## config.mk

```make
export PLATFORM = sky130hd
export DESIGN_NAME = adc_sample_scheduler
export DESIGN_NICKNAME = d
export VERILOG_FILES = /design/src/rtl/adc_sample_scheduler.sv
export SDC_FILE = /design/constraint.sdc
export NUM_CORES = 1
export LEC_CHECK = 0
export CAP_MARGIN = 15
export CORE_AREA = 2 2 89 74
export CTS_CLUSTER_DIAMETER = 100
export DETAILED_ROUTE_END_ITERATION = 10
export DIE_AREA = 0 0 91 76
export HOLD_SLACK_MARGIN = 0.1
export MAX_ROUTING_LAYER = met4
export PLACE_DENSITY = 0.77
export SYNTH_ARGS = -nofsm -noshare
export SYNTH_HDL_FRONTEND = slang
export SYNTH_SLANG_ARGS = --single-unit
```

## constraint.sdc

```tcl
create_clock -name clock -period 2.2 [get_ports clock]
set_input_delay 0.22 -clock clock [delete_from_list [all_inputs] [get_ports clock]]
set_output_delay 0.22 -clock clock [all_outputs]
set_load 0.02 [all_outputs]
```

## src/rtl/adc_sample_scheduler.sv

```systemverilog
// ADC scan sequencer. Each sample tick starts a frame that walks the
// channels in order. For every channel it drives the channel select,
// lets it settle, then holds chip select low until the SPI receiver
// delivers a word or a timeout abandons that channel.
module adc_sample_scheduler #(
  parameter int NUM_CHANNELS   = 4,
  parameter int SAMPLE_DIV     = 2660,
  parameter int SETTLE_CYCLES  = 8,
  parameter int TIMEOUT_CYCLES = 1024
) (
  input  logic        clock,
  input  logic        reset,
  input  logic        enable,
  input  logic [15:0] adc_data,
  input  logic        adc_received,
  output logic        adc_cs_n,
  output logic [2:0]  adc_channel,
  output logic [15:0] sample_out,
  output logic [2:0]  sample_channel,
  output logic        sample_valid,
  output logic        frame_done,
  output logic        overrun,
  output logic [7:0]  timeout_count
);

  localparam int TICK_W = $clog2(SAMPLE_DIV);
  localparam int SET_W  = $clog2(SETTLE_CYCLES + 1);
  localparam int TO_W   = $clog2(TIMEOUT_CYCLES + 1);

  localparam logic [TICK_W-1:0] TICK_LAST   = TICK_W'(SAMPLE_DIV - 1);
  localparam logic [SET_W-1:0]  SETTLE_LAST = SET_W'(SETTLE_CYCLES - 1);
  localparam logic [TO_W-1:0]   TO_LAST     = TO_W'(TIMEOUT_CYCLES - 1);
  localparam logic [2:0]        LAST_CH     = 3'(NUM_CHANNELS - 1);

  typedef enum logic [1:0] {
    IDLE    = 2'd0,
    SELECT  = 2'd1,
    CONVERT = 2'd2,
    NEXT    = 2'd3
  } state_e;

  state_e            state_q, state_d;
  logic [TICK_W-1:0] tick_cnt_q, tick_cnt_d;
  logic [SET_W-1:0]  settle_cnt_q, settle_cnt_d;
  logic [TO_W-1:0]   to_cnt_q, to_cnt_d;
  logic [2:0]        index_q, index_d;
  logic              rx_prev_q;
  logic              cs_n_q, cs_n_d;
  logic [15:0]       sample_q, sample_d;
  logic [2:0]        sample_ch_q, sample_ch_d;
  logic              valid_q, valid_d;
  logic              done_q, done_d;
  logic              overrun_q, overrun_d;
  logic [7:0]        to_count_q, to_count_d;

  logic tick;
  logic rx_edge;

  // The tick fires on the last count of the divider; a rising strobe is
  // judged against the previous level, which is tracked in every state so a
  // level that was already high before CONVERT never looks like a new word.
  assign tick    = enable && (tick_cnt_q == TICK_LAST);
  assign rx_edge = adc_received && !rx_prev_q;

  // Next-state and registered-output computation for the scan sequencer.
  always_comb begin
    state_d      = state_q;
    tick_cnt_d   = '0;
    settle_cnt_d = settle_cnt_q;
    to_cnt_d     = to_cnt_q;
    index_d      = index_q;
    sample_d     = sample_q;
    sample_ch_d  = sample_ch_q;
    valid_d      = 1'b0;
    done_d       = 1'b0;
    overrun_d    = tick && (state_q != IDLE);
    to_count_d   = to_count_q;

    if (enable) begin
      tick_cnt_d = (tick_cnt_q == TICK_LAST) ? '0 : tick_cnt_q + TICK_W'(1);
    end

    case (state_q)
      IDLE: begin
        if (tick) begin
          index_d      = 3'd0;
          settle_cnt_d = '0;
          state_d      = SELECT;
        end
      end
      SELECT: begin
        if (settle_cnt_q == SETTLE_LAST) begin
          to_cnt_d = '0;
          state_d  = CONVERT;
        end else begin
          settle_cnt_d = settle_cnt_q + SET_W'(1);
        end
      end
      CONVERT: begin
        // A word arriving on the expiry cycle still counts as a sample.
        if (rx_edge) begin
          sample_d    = adc_data;
          sample_ch_d = index_q;
          valid_d     = 1'b1;
          done_d      = (index_q == LAST_CH);
          state_d     = NEXT;
        end else if (to_cnt_q == TO_LAST) begin
          if (to_count_q != 8'hFF) begin
            to_count_d = to_count_q + 8'd1;
          end
          done_d  = (index_q == LAST_CH);
          state_d = NEXT;
        end else begin
          to_cnt_d = to_cnt_q + TO_W'(1);
        end
      end
      NEXT: begin
        if (index_q == LAST_CH) begin
          state_d = IDLE;
        end else begin
          index_d      = index_q + 3'd1;
          settle_cnt_d = '0;
          state_d      = SELECT;
        end
      end
      default: state_d = IDLE;
    endcase

    // Dropping enable abandons the frame with no partial results reported.
    if (!enable) begin
      state_d     = IDLE;
      valid_d     = 1'b0;
      done_d      = 1'b0;
      sample_d    = sample_q;
      sample_ch_d = sample_ch_q;
      to_count_d  = to_count_q;
    end

    cs_n_d = (state_d != CONVERT);
  end

  // State, counters and output registers.
  always_ff @(posedge clock or negedge reset) begin
    if (!reset) begin
      state_q      <= IDLE;
      tick_cnt_q   <= '0;
      settle_cnt_q <= '0;
      to_cnt_q     <= '0;
      index_q      <= 3'd0;
      rx_prev_q    <= 1'b0;
      cs_n_q       <= 1'b1;
      sample_q     <= 16'd0;
      sample_ch_q  <= 3'd0;
      valid_q      <= 1'b0;
      done_q       <= 1'b0;
      overrun_q    <= 1'b0;
      to_count_q   <= 8'd0;
    end else begin
      state_q      <= state_d;
      tick_cnt_q   <= tick_cnt_d;
      settle_cnt_q <= settle_cnt_d;
      to_cnt_q     <= to_cnt_d;
      index_q      <= index_d;
      rx_prev_q    <= adc_received;
      cs_n_q       <= cs_n_d;
      sample_q     <= sample_d;
      sample_ch_q  <= sample_ch_d;
      valid_q      <= valid_d;
      done_q       <= done_d;
      overrun_q    <= overrun_d;
      to_count_q   <= to_count_d;
    end
  end

  assign adc_cs_n       = cs_n_q;
  assign adc_channel    = index_q;
  assign sample_out     = sample_q;
  assign sample_channel = sample_ch_q;
  assign sample_valid   = valid_q;
  assign frame_done     = done_q;
  assign overrun        = overrun_q;
  assign timeout_count  = to_count_q;

endmodule

```

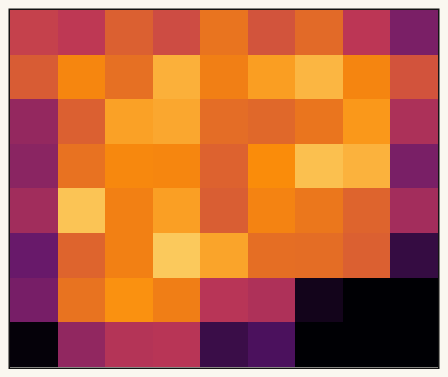
run_1/cell_density.png
The die is cut into 9 by 8 equal tiles; black is low, pale yellow is high, 0 to 100% covered.
mean over tiles	55%
nearly empty tiles	8.3%
emptiest ninth of the die	bottom right
tiles over 75% full	18%

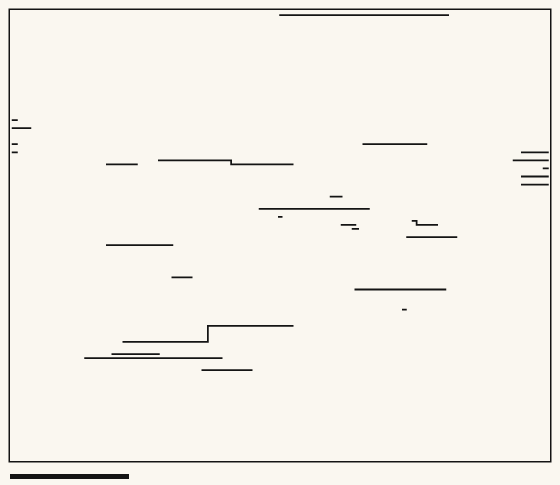
run_1/layer_met3.png
Bar = 20 µm.
wire length on this layer	229 µm
main direction	horizontal
share of all routed wire	3.5%
nets with wire on the layer	22
longest straight run	28.3 µm
total via count after detailed routing: 2,352
met3 layer usage reported by global route: 5.93%
routed wire length: 6550 µm

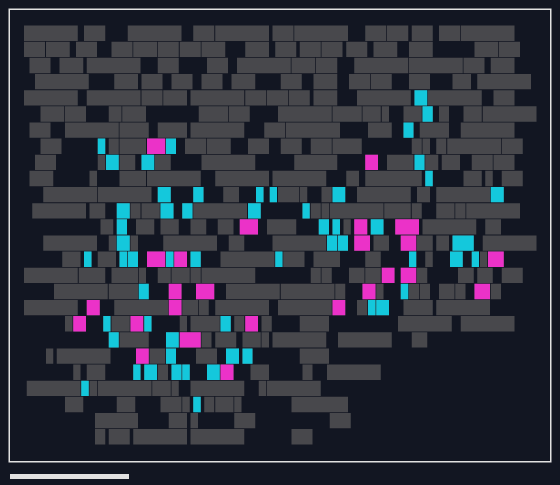
run_1/logic_types.png
Bar = 20 µm.
colour	family	cells	most used
cyan	nand cells	56	nand2_1
magenta	and/or cells	25	or3_1
most instantiated logic cell after routing: sky130_fd_sc_hd__dfrtp_1
final std cells w/o fill: 430

==> run notes, run 1 <==
Observations from the implementation run.

Hold path:
- The run puts the number of cells on the worst hold path at 1.
- The path with the worst hold slack has its endpoint at rx_prev_q.

Synthesis:
- The run gives the async set-reset flop share out of synthesis as 100%.
- The commonest register cell is sky130_fd_sc_hd__dfrtp_1.
- The run puts the portion of synthesized cell area occupied by the leading cell type at 51.8%.
- The run puts the post-synthesis cell area at 0.00305 mm².
- The share of the Yosys chip area taken by registers is 52.6%.
- The run gives the most frequently used cell type in the post-synthesis netlist as sky130_fd_sc_hd__dfrtp_1.
- The run gives the synthesized area per cell as 10.9 µm².
- Yosys mapped a number of flops with a built-in enable equal to 0.
- The run puts the number of instances in the synthesized netlist at 279.
- The run puts the yosys synthesis warning count at 0.
- The run gives the post-synthesis net count as 305.
- The run puts the number of cells in the yosys synthesis report at 279.
- Ranked by instance count, the synthesized netlist is headed by sky130_fd_sc_hd__dfrtp_1, sky130_fd_sc_hd__nand2_1, sky130_fd_sc_hd__mux2_2, sky130_fd_sc_hd__nor2_1, sky130_fd_sc_hd__nand3_1.
- By area the synthesized netlist is led by sky130_fd_sc_hd__dfrtp_1, sky130_fd_sc_hd__mux2_2, sky130_fd_sc_hd__nand3_1.
- The cell type that accounts for the most area after synthesis is sky130_fd_sc_hd__dfrtp_1.

Final timing:
- For the finished layout, the period the worst path requires is 1980 ps.
- Static timing analysis puts the maximum clock frequency at 0.505 GHz.
- The run puts the clock tree skew after final layout at 7.32 ps.
- The final max-slew violation count recorded for this run is 0.
- The run puts the final setup violation count at 0.
- The run puts the post-layout period usage of the worst path at 89.9%.
- Setup repair after global routing left no endpoint under its margin.
- The run puts the slew at the pin closest to its max-slew limit at 513 ps.
- The run gives the total negative slack as 0 ps.
- The run puts the worst slew slack as a fraction of its limit at 65.5%.
- The run puts the minimum setup slack in the final design at 221 ps.

Final layout:
- The run gives the sequential cell count of the final layout as 64.
- Across the whole layout, storage elements make up 40.9% of the cell area.
- In this run the layout overhead on the synthesized area is reported as 28.6%.
- The run gives the logic share of the area as 35.3%.
- The run gives the buffering overhead as 15.6%.
- Registers take 0.00160 mm².
- The run puts the clock network contribution to total cell area at 4.89%.
- The run puts the number of inserted filler cells in the final layout at 533.
- Leaving out fill and tap cells, the most frequent cells in the layout are sky130_fd_sc_hd__dfrtp_1, sky130_fd_sc_hd__clkdlybuf4s50_1, sky130_fd_sc_hd__nand2_1, sky130_fd_sc_hd__nor2_1, sky130_fd_sc_hd__mux2_2.
- The layout summary lists the proportion of cells stronger than drive strength 1 as 14.7%.
- The run puts the total area of multi-input combinational cells at 0.00138 mm².
- The run gives the number of antenna cells inserted as 0.
- The run gives the total number of multi-input combinational cells as 200.
- The final report gives the core utilization as 64.1%.
- The run gives the layout buffer count excluding clock buffers as 61.

CTS:
- The run puts the number of buffers on the longest clock path at 2.
- Clock tree synthesis inserted a total of 9 buffers.
- Per the CTS log, the root buffer master is sky130_fd_sc_hd__clkbuf_8.
- For this design, the sink count on the clock tree is 64.
- The run gives the CTS H-tree depth as 3.
- TritonCTS built the clock tree.

Detailed routing:
- The run gives the mean routed wirelength per cell as 15.2 µm.
- The run gives the total met2 wirelength after detailed routing as 3210 µm.
- The run puts the number of nets with antenna violations after routing at 0.
- The run puts the routed metal-1 wirelength at 3050 µm.
- The run puts the number of vias per cell at 5.47.
- The routed design uses 228 µm of met3 wire.
- The run gives the top routing layer in use as met4.
- The run puts the number of detailed-route iterations in the first pass at 4.

Placed design:
- The run gives the final estimated routing congestion in global placement as 0.836.
- Per the placement log, port buffering inserted 53 buffers.

Global routing:
- Entering global routing, the biggest net connects 65 pins.
- The run puts the wire length of the first global-routing pass at 11,200 µm.
- The run gives the combined global-route utilization of all metal layers as 20.7%.
- The run puts the number of antenna violations at the first check in global routing at 0.
- The number of global-route vias before repair is 2,271.
- After global routing the overflow that remains totals 0.

Floorplanning:
- The run puts the number of well taps at 84.
- The die is 91 µm wide.
- The run puts the placement row count at 26.
- The core region is 0.00612 mm².
- The run puts the full die area at 0.00692 mm².
- The run puts the boundary pin count at 54.

Setup path:
- The capture point of the worst register-to-register path is recorded as timeout_count[1].
- The run gives the arrival time at the worst endpoint as 2190 ps.
- Per STA, the highest per-stage delay on the worst path measures 570 ps.
- The run puts the logic depth of the worst setup path including buffers at 5.
- The run gives the end of the critical path as timeout_count[1].
- The worst register-to-register path begins at to_cnt_q[0].
- STA shows the worst reg2reg path with a cell count of 5.
- The run puts the required time reported for the critical path endpoint at 2410 ps.
- The run gives the critical path launch point as to_cnt_q[0].
- Of all nets on the critical path, the largest fanout is 8.
- The critical path is of the reg2reg type.
- The run puts the sum of buffers and inverters on the critical path at 0.
- In this design, the largest share of critical-path delay is due to simple AND/OR/NAND/NOR gates.

Power:
- IR analysis of the VDD net gives a maximum drop of 0.000491 V.
- The run gives the switching power as 0.757 mW.
- The run puts the standby leakage power at 1.67 nW.
- The run gives the internal power as 2.03 mW.
- The run gives the areal power density over the cells as 713 mW/mm².
- Registers are responsible for 50.3% of the overall power.
- In this run, the clock network consumes 34.1% of the power.
- Combinational logic burns 15.6% of the power.

Status:
- The flow ran to the end, and the final reports show no timing, DRC or antenna violations.

Flow run:
- The run puts the number of OpenROAD warnings at 26.
- The run puts the count of max-cap constraint violations at 0.
run 1: timing repair:
| item | CTS | global route |
|---|---|---|
| resized | 0 | 1 |
| endpoints found under the hold margin | 63 | 0 |
| hold buffers | 1 | 0 |
| endpoints found under the setup margin | 0 | 2 |
run 1: registers in the layout (all words and copies together) (netlist names), 2 cells and up:
register / count
settle_cnt_q: 4
state_q: 2
sample_out: 16
timeout_count: 8
tick_cnt_q: 12
to_cnt_q: 11
sample_channel: 3
adc_channel: 3
run 1: stage by stage:
stage          cells  hold WS [ps]  total power, mW  cell area [µm²]
2_1_floorplan    279         -75.6             1.65             3050
6_report         430           383             2.79             3920
4_1_cts          430           368             2.83             3910
5_1_grt          430           372             2.95             3920
3_3_place_gp     414           255             1.84             3710
3_5_place_dp     414           262             1.86             3710
run 1: cells by family (layout without fill, tap and decap cells):
| family | Yosys count | count (layout) | synth area share, % |
|---|---|---|---|
| adder cells (fa/ha/maj) | 6 | 6 | 2.47 |
| AND/OR/NAND/NOR | 122 | 122 | 22.2 |
| multiplexers | 22 | 22 | 8.05 |
| buffers and inverters | 15 | 82 | 2.10 |
| XOR/XNOR | 17 | 17 | 4.89 |
| AND-OR/OR-AND | 33 | 33 | 7.64 |
| flip-flops | 64 | 64 | 52.6 |
run 1: per-layer routing:
metal  vias up  track usage, %
met4         0            5.91
li1       1138               -
met1      1162            27.9
met3         4            5.93
met2        48            30.8
met5         -               -
run 1: power by group through the flow:
stage,registers [mW],logic (mW),clock network (mW)
finish,1.40,0.437,0.951
detailed placement,1.42,0.437,0
floorplan,1.45,0.199,0
CTS,1.40,0.444,0.979
global placement,1.41,0.423,0
global route,1.43,0.491,1.03
run_1/placement.png
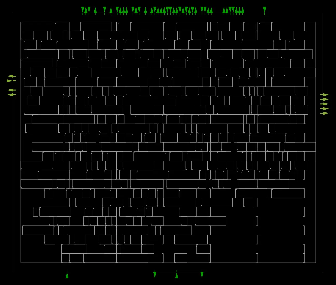

==> inputs of run 2 (changes only) <==
- ABC_AREA: not set -> 1
- CORE_AREA: 2 2 89 74 -> 2 2 91 75
- DIE_AREA: 0 0 91 76 -> 0 0 93 77
- PLACE_DENSITY: 0.77 -> 0.78
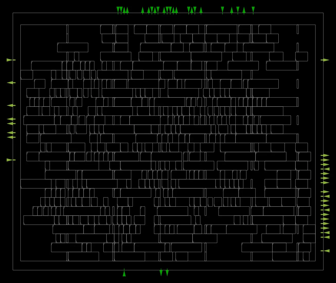
run_2/placement.png
flip-flops: 64
Std-Cell Rows: 26
total core area: 0.00625 mm²

==> run 2 against run 1 <==
Compared with the run above: clock skew about the same; sequential share of layout area down 2.0 points; global-route usage down 0.39 points; sequential cell count unchanged; critical path depth up 3; total power down 6.0%; sequential power down about 10%; critical path type unchanged; critical endpoint is now to_cnt_q[8]; highest routed layer unchanged.
==> run notes, run 2 <==
Observations from the implementation run.

Final layout:
- Leaving out fill and tap cells, the most frequent cell in the layout is sky130_fd_sc_hd__nand2_1.
- The run gives the number of inserted filler cells in the final layout as 516.
- The run puts the share of cells above drive strength 1 at 9.98%.
- At the end of the flow, the number of nets in the layout was 462.
- Compared with the post-synthesis result, the final layout area differs by 26.8%.
- The run puts the core occupancy in the finished layout at 65.9%.
- The run gives the total area of multi-input combinational cells as 0.00144 mm².
- 0 antenna diodes ended up in the layout.
- The run puts the total non-filler cell area in the finished layout at 0.00412 mm².
- The library cells used most frequently in the layout, excluding fill and tap cells, are sky130_fd_sc_hd__nand2_1, sky130_fd_sc_hd__dfrtp_1, sky130_fd_sc_hd__clkdlybuf4s50_1, sky130_fd_sc_hd__nor2_1, sky130_fd_sc_hd__inv_1.
- The run puts the sequential cell area at 0.00160 mm².
- Excluding fillers, the count of instances in the completed layout stands at 525.
- The run puts the number of flip-flops in the largest register at 16.

Power:
- The run gives the power after layout as 2.62 mW.
- The leakage power in the latest report is 1.93 nW.
- IR analysis of the VDD net gives a maximum drop of 0.000399 V.
- The run puts the areal power density over the cells at 637 mW/mm².

Synthesis:
- The run puts the simple-gate share of the synthesized area at 29.9%.
- The synthesized design spends more area on one cell type than any other, namely sky130_fd_sc_hd__dfrtp_1.
- The area recorded from the Yosys report for this design is 0.00325 mm².
- The run gives the main flop type after synthesis as sky130_fd_sc_hd__dfrtp_1.
- The run puts the post-synthesis net count at 399.
- The run gives the post-synthesis cell area as 0.00325 mm².
- By count the netlist is led by sky130_fd_sc_hd__nand2_1, sky130_fd_sc_hd__dfrtp_1, sky130_fd_sc_hd__nor2_1.
- The synthesized design contains 0 enable-type register cells.
- The run gives the portion of synthesized cell area occupied by the leading cell type as 48.6%.
- The run gives the tally of unique sky130hd cells used after synthesis as 33.
- The run gives the post-synthesis share of cell area spent on xor and xnor gates as 3.78%.
- Of the total synthesized cell area, the portion taken by AND-OR and OR-AND cells is 2.62%.
- The run puts the synthesized area per cell at 8.70 µm².
- Multiplexer cells account for 5.90% of the synthesized area.
- The run puts the arithmetic-cell share of the synthesized area counting full adders, half adders and majority gates at 2.31%.
- By area the synthesized netlist is led by sky130_fd_sc_hd__dfrtp_1, sky130_fd_sc_hd__nand2_1, sky130_fd_sc_hd__mux2_1.
- Yosys shows that the main logic family after synthesis is simple AND/OR/NAND/NOR gates.
- The number of cells reported by Yosys stat comes to 373.
- The run gives the register bit count reported by yosys as 64.
- For this run the top cell type by instance count after synthesis was sky130_fd_sc_hd__nand2_1.
- The run gives the number of instances in the synthesized netlist as 373.
- The warning tally printed by Yosys for this design is 0.
- The run puts the async set-reset flop share out of synthesis at 100%.
- The run puts the sequential fraction of the synthesis area at 49.4%.

Setup path:
- In the setup report, the worst path falls into the class reg2reg.
- Listed in order, past its start point the critical path passes ha_1, inv_1, nor2_4, nand4_1, nand3_4, inv_1, nand2_1, nand2_1.
- STA classifies the critical path endpoint as a flip-flop.
- The run gives the arrival time at the worst endpoint as 1980 ps.
- The run puts the required time reported for the critical path endpoint at 2440 ps.
- The run puts the largest fanout on the critical path at 16.
- Among all stages on the critical path, the largest delay is contributed by sky130_fd_sc_hd__dfrtp_1.
- The run gives the critical path's largest stage delay as 450 ps.
- The worst setup path is launched from a flip-flop.

Detailed routing:
- The run gives the wire length after detailed routing as 6510 µm.
- The pre-antenna-repair detailed-routing pass consisted of 4 iterations.
- The run puts the initial DRC count at 173.
- The run gives the number of nets with antenna violations after routing as 0.
- The run gives the final routed DRC violation total as 0.
- The run gives the mean routed wirelength per cell as 12.4 µm.
- The run puts the total vias in the final route at 2,671.
- The run puts the number of vias per cell at 5.09.

CTS:
- The run gives the number of buffers on the longest clock path as 2.
- The run puts the clock slew at the register clock pins of the worst setup and hold paths at 70 ps.
- The run puts the clock network latency to the later pin of the worst-skew pair at 340 ps.
- Counting every sink on the clock net gives 64.
- The run puts the quantity of gates resized following cts at 0.
- TritonCTS built the clock tree.
- The run gives the CTS H-tree depth as 3.
- The run puts the buffers inserted during post-CTS setup optimization at 0.
- The run puts the clock buffer count from CTS at 9.
- Clock tree synthesis selected as its root buffer the cell sky130_fd_sc_hd__clkbuf_8.
- The run gives the number of hold buffers added after CTS as 1.

Floorplanning:
- The run puts the boundary pin count at 54.
- The run puts the effective utilization at floorplan at 52.0%.
- The run puts the die height at 77 µm.
- The run puts the full die area at 0.00716 mm².
- The run puts the die boundary width at 93 µm.

Final timing:
- From the final report, the count of setup violators was given as 0.
- The run puts the shortest clock period the worst path allows after layout at 1750 ps.
- The run puts the number of hold violations in the final report at 0.
- Setup repair after global routing left no endpoint under its margin.
- The run puts the total negative slack at 0 ps.
- The run puts the post-layout period usage of the worst path at 79.4%.
- The run puts the slew at the pin closest to its max-slew limit at 350 ps.
- The run gives the worst hold-check slack as 336 ps.
- The run puts the clock tree skew after final layout at 6.93 ps.
- The run gives the worst slew slack as a fraction of its limit as 76.6%.
- Across all setup checks in the final design, the least slack found is 454 ps.
- The run puts the max-slew violation count at 0.
- In this build the clock could be raised as far as 0.573 GHz.

Placed design:
- The run gives the number of buffer cells added on primary ports as 53.
- The run gives the final estimated routing congestion in global placement as 0.926.
- The run puts the number of cells after detailed placement at 508.
- The run puts the pre-CTS setup slack at 387 ps.
- The run puts the placed wire-length estimate after detailed placement at 4660 µm.
- The run puts the cell area reported after detailed placement at 0.00387 mm².

Global routing:
- The run puts the number of global-route vias before repair at 2,584.
- The total overflow left after global routing is 0.
- The first global-routing pass estimated 11,200 µm of wire.
- The number of antenna violations at the first check in global routing was 0.
- The run gives the combined global-route utilization of all metal layers as 20.3%.
- Entering global routing, the biggest net connects 65 pins.

Hold path:
- The most critical min-delay path falls under in2reg.

Flow run:
- The run gives the number of OpenROAD warnings as 26.
- Per the run summary, max-cap violations total 0.

Status:
- The flow ran to the end, and the final reports show no timing, DRC or antenna violations.
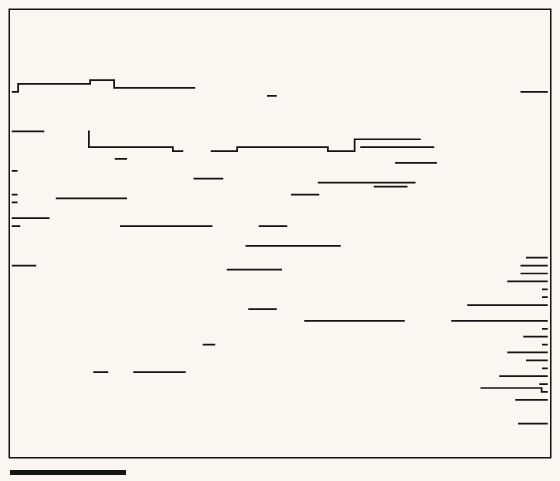
run_2/layer_met3.png
Bar = 20 µm.
main direction	horizontal
longest straight run	17.0 µm
nets with wire on the layer	43

## run 2: cell count changes after synthesis, moves of 14 or more
cell / previous run / this run
sky130_fd_sc_hd__mux2_2: 19 / 2
sky130_fd_sc_hd__inv_1: 6 / 37
sky130_fd_sc_hd__nor2_1: 19 / 41
sky130_fd_sc_hd__nand2_1: 20 / 106
sky130_fd_sc_hd__mux2_1: 1 / 15
## run 2: area by class of cell
type | count | share of cell area, %
tap | 84 | 2.55
multi-input combinational | 263 | 35.1
inverter | 42 | 3.83
sequential | 64 | 38.9
clock inverter | 6 | 2.25
clock buffer | 10 | 3.34
timing repair buffer | 56 | 14.0
## run 2: worst max-delay path: cells and delay by family (launching register included)
| kind | cells | cell delay [ps] |
|---|---|---|
| adders and majority gates | 1 | 250 |
| and+or+nand+nor | 5 | 700 |
| buffers and inverters | 2 | 240 |
| DFF | 1 | 450 |
## run 2: power breakdown
part / internal [mW] / total (mW) / switching, mW
registers: 1.22 / 1.26 / 0.0381
clock network: 0.672 / 1.15 / 0.481
logic: 0.102 / 0.214 / 0.112
## run 2: metal layers
| layer | up-vias | share of wire (%) | track usage, % |
|---|---|---|---|
| met5 | - | 0 | - |
| met4 | 0 | 0.68 | 6.91 |
| met3 | 4 | 5.5 | 6.48 |
| met2 | 71 | 49 | 31.4 |
| met1 | 1278 | 45 | 25.4 |
| li1 | 1318 | - | - |
## run 2: final timing paths
check / start / endpoint / slack [ps] / depth (start not counted)
worst max-delay path: to_cnt_q[0] / to_cnt_q[8] / 450 / 8
worst min-delay path: adc_received / rx_prev_q / 340 / 1
worst max register to register: to_cnt_q[0] / to_cnt_q[8] / 450 / 8
worst min register to register: tick_cnt_q[11] / tick_cnt_q[11] / 460 / 1
max in group asynchronous: reset / adc_cs_n / 1460 / 3
min in group asynchronous: reset / sample_out[4] / 410 / 3
run_2/logic_types.png
Bar = 20 µm.
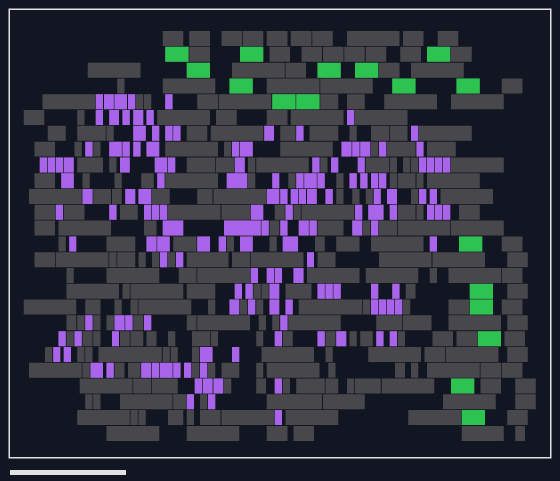

==> inputs of run 3 (changes only) <==
- clock period: 2.2 -> 1.7 ns (I/O delays scaled with it)
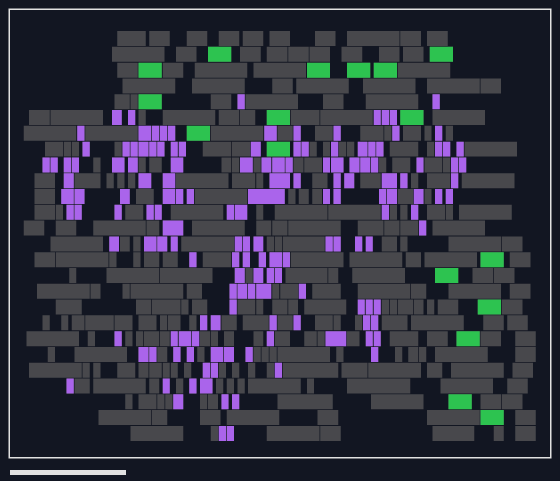
run_3/logic_types.png
Bar = 20 µm.
colour	family	cells	most used
green	mux cells	17	mux2_1
purple	nand cells	153	nand2_1
most instantiated logic cell after routing: sky130_fd_sc_hd__nand2_1
logic share of the area: 34.1%

==> run 3 against run 2 <==
Compared with the run above: cell count grew 4.2%; total power grew 21%; clock power increased by 8%; utilization increased by 2.3 points; first-iteration DRC count down 9.2%; clock skew shrank 1.3 ps; largest power group unchanged; design area increased by 3.5%; via count is 3.8% higher; highest routed layer unchanged.
==> run notes, run 3 <==
Observations from the implementation run.

Final layout:
- The run puts the number of flip-flops in the largest register at 16.
- The finished layout holds 547 standard cells, fillers aside.
- The finished design was reported to have a net count of 484.
- The run gives the share of cells above drive strength 1 as 14.7%.
- Summing all non-filler instances in the final layout gives an area of 0.00426 mm².
- The run gives the relative area change from synthesis to final layout as 31.3%.
- The library cells used most frequently in the layout, excluding fill and tap cells, are sky130_fd_sc_hd__nand2_1, sky130_fd_sc_hd__dfrtp_1, sky130_fd_sc_hd__clkdlybuf4s50_1, sky130_fd_sc_hd__nor2_1, sky130_fd_sc_hd__inv_1.
- The run gives the number of antenna cells inserted as 0.
- The run gives the core occupancy in the finished layout as 68.2%.

Floorplanning:
- In this run the vertical extent of the chip is 77 µm.
- The run gives the effective utilization at floorplan as 52.0%.
- The run gives the boundary pin count as 54.
- The run puts the die boundary width at 93 µm.
- After floorplanning, the core was sized to cover 0.00625 mm².
- The report lists the number of standard-cell rows as 26.
- After floorplanning, the die was sized to cover 0.00716 mm².

Synthesis:
- The synthesized design devotes to its leading area cell type 48.6% of total area.
- The run gives the async set-reset flop share out of synthesis as 100%.
- The run puts the sequential fraction of the synthesis area at 49.4%.
- The run puts the tally of unique sky130hd cells used after synthesis at 33.
- The main area contributors are sky130_fd_sc_hd__dfrtp_1, sky130_fd_sc_hd__nand2_1, sky130_fd_sc_hd__mux2_1.
- The average instance in the mapped netlist occupies 8.70 µm².
- The commonest cells after synthesis are sky130_fd_sc_hd__nand2_1, sky130_fd_sc_hd__dfrtp_1, sky130_fd_sc_hd__nor2_1.
- The run gives the yosys synthesis warning count as 0.
- At floorplan, the net count of the design was reported as 399.
- Per the synth stats, the flop cell with the highest instance count is sky130_fd_sc_hd__dfrtp_1.
- The cell count after synthesis came out at 373.
- The run gives the post-synthesis cell area as 0.00325 mm².
- The run gives the number of synthesized flops with an enable pin as 0.
- The run puts the yosys stat chip area at 0.00325 mm².
- The most common cell in the synthesized netlist is sky130_fd_sc_hd__nand2_1.
- Synthesis inferred 64 register bits.
- The synthesized design spends more area on one cell type than any other, namely sky130_fd_sc_hd__dfrtp_1.
- For this design, Yosys synthesis ends with a cell count of 373.

Setup path:
- The STA report counts the stages on the worst setup path as 1.
- The run gives the reg-to-reg endpoint as timeout_count[0].
- The run gives the required time reported for the critical path endpoint as 1530 ps.
- For this run, the slowest stage of the critical path takes 650 ps.
- The run gives the slowest stage cell on the critical path as sky130_fd_sc_hd__clkdlybuf4s50_1.
- The run gives the length in cells of the worst reg-to-reg path as 7.
- The run puts the arrival time at the worst endpoint at 1450 ps.
- The run gives the kind of cell adding the most delay to the critical path as buffers and inverters.
- Per STA, the worst path is made up of clkdlybuf4s50_1.
- The run gives the kind of start point of the critical path as a flip-flop.
- The timing report gives the worst reg2reg path a setup slack of 80 ps.
- The run gives the sum of buffers and inverters on the critical path as 1.
- The run gives the start-to-end type of the worst setup path as reg2out.
- The worst register-to-register path begins at to_cnt_q[1].
- STA classifies the critical path endpoint as a primary output.
- In this run the worst path has a maximum fanout of 6.

CTS:
- The clock drives 64 sinks.
- TritonCTS built the clock tree.
- The run gives the CTS H-tree depth as 3.
- CTS placed an instance of sky130_fd_sc_hd__clkbuf_8 at the clock tree root.
- The longest clock path from root to sink contains 2 buffers.
- The run puts the clock slew at the register clock pins of the worst setup and hold paths at 70 ps.
- The run gives the clock network latency to the later pin of the worst-skew pair as 340 ps.
- The run gives the clock buffer count from CTS as 9.

Detailed routing:
- The routed design shows a wire length per standard cell of 12.6 µm.
- The run puts the number of detailed-route iterations in the first pass at 4.
- The run puts the final routed DRC violation total at 0.
- The run gives the wire length after detailed routing as 6870 µm.
- The run gives the total vias in the final route as 2,772.
- The run puts the number of nets with antenna violations after routing at 0.
- Detailed-route iteration 0 reported a violation count of 157.
- Using the TritonRoute via totals, the vias-per-cell ratio works out to 5.07.

Final timing:
- Max-slew check failures listed in the final report amount to 0.
- The run gives the slew at the pin closest to its max-slew limit as 351 ps.
- Setup slack on the critical path of the routed design comes to 78.1 ps.
- The highest clock rate this design can be run at is 0.617 GHz.
- The final hold violation count recorded for this run is 0.
- The run puts the total negative slack at 0 ps.
- The routed design could run at a clock period as short as 1620 ps.
- Setup repair after global routing could not meet its margin everywhere.
- In the final report, the number of endpoints failing setup comes to 0.
- The run puts the clock tree skew after final layout at 5.58 ps.
- The run puts the worst slew slack as a fraction of its limit at 76.4%.
- The run puts the post-layout period usage of the worst path at 95.4%.
- Hold is met by 294 ps.

Flow run:
- The run puts the number of OpenROAD warnings at 27.
- The report counts max-capacitance violations totalling 0.

Power:
- The final power report lists total power as 3.18 mW.
- The power report puts the leakage power at 2.03 nW.
- The run gives the worst voltage drop across the vdd grid as 0.000502 V.
- For this design the ratio of total power to cell area is 747 mW/mm².

Hold path:
- The type recorded for the worst min-delay path is in2reg.
- The run puts the number of cells on the worst hold path at 1.
- Per the hold report, the tightest min-delay path originates at adc_received.
- STA shows the worst min-delay path finishing at rx_prev_q.

Placed design:
- The run gives the pre-CTS setup slack as -41.3 ps.
- The run puts the placed wire-length estimate after detailed placement at 4960 µm.
- The count of buffers added on input and output ports is 53.
- The run puts the cell area reported after detailed placement at 0.00398 mm².
- The run puts the final estimated routing congestion in global placement at 0.858.
- The run gives the number of cells after detailed placement as 522.

Global routing:
- Entering global routing, the biggest net connects 65 pins.
- The number of antenna violations at the first check in global routing was 0.
- Total global-route track usage over all layers is 21.5%.
- The run gives the number of global-route vias before repair as 2,697.
- The first global-routing pass estimated 11,900 µm of wire.
- The run puts the total overflow reported by the global router at 0.

Status:
- The run finished with clean final reports.
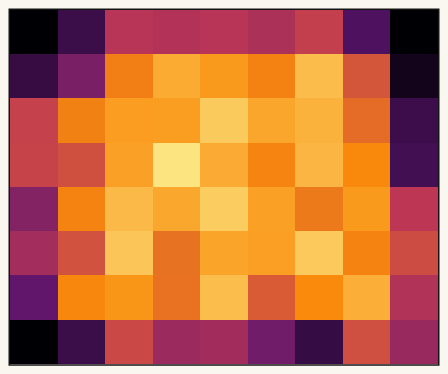
run_3/cell_density.png
The die is cut into 9 by 8 equal tiles; black is low, pale yellow is high, 0 to 100% covered.
mean over tiles	58%
densest ninth of the die	middle
nearly empty tiles	4.2%
tiles over 75% full	33%
fullest tile	94%

## run 3: worst max path at each step
stage | start | endpoint | slack [ps]
4_1_cts | adc_channel[0] | settle_cnt_q[0] | 10
2_1_floorplan | adc_channel[0] | settle_cnt_q[2] | 120
5_1_grt | to_cnt_q[1] | timeout_count[7] | -70
3_5_place_dp | adc_received | sample_out[1] | -40
6_report | timeout_count[2] | timeout_count[2] | 80
3_3_place_gp | adc_received | sample_out[3] | 3
## run 3: routing by layer
layer	share of wire, %	track usage [%]	vias to the layer above
met1	45	26.8	1302
met5	0	-	-
met3	6.3	5.50	16
li1	-	-	1364
met4	1.7	8.24	0
met2	47	33.8	90
## run 3: cell families (layout without fill, tap and decap cells)
| family | count (synthesis) | after routing | share of synthesized area, % |
|---|---|---|---|
| simple gates | 212 | 212 | 29.9 |
| flops | 64 | 64 | 49.4 |
| buf+inv | 46 | 136 | 6.13 |
| mux | 17 | 17 | 5.90 |
| compound gates | 14 | 14 | 2.62 |
| xor+xnor | 14 | 14 | 3.78 |
| fa+ha+maj | 6 | 6 | 2.31 |
## run 3: repair_timing
action,CTS,global route
setup endpoints to repair,0,20
resized,0,4
setup buffers,0,8
endpoints found under the hold margin,63,0
hold buffers,1,0
## run 3: report_power, final
| group | total [mW] | switching, mW | internal, mW |
|---|---|---|---|
| Sequential | 1.62 | 0.0416 | 1.58 |
| Combinational | 0.324 | 0.166 | 0.158 |
| Clock | 1.24 | 0.571 | 0.668 |
## run 3: final cells by class
type | count | area, µm²
Multi-Input combinational cell | 263 | 1450
Clock buffer | 10 | 128
Inverter | 42 | 158
Timing Repair Buffer | 78 | 753
Clock inverter | 6 | 60.1
Fill cell | 523 | 1990
Tap cell | 84 | 105
Sequential cell | 64 | 1600

==> screenshots <==
Port wiring.
shot_01.png
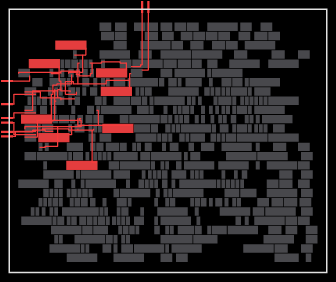
shot_02.png
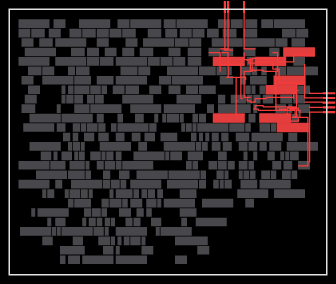
Of these, most cells: shot_01.png
- shot_01.png = run 2
- shot_02.png = run 1

Key to shot_01.png:
colour	port	bits	direction	edge	end cells	buffers	wire
red	timeout_count	8	output	6 left, 2 top	8	8	380 µm

Power is estimated from default activity; no workload was simulated.
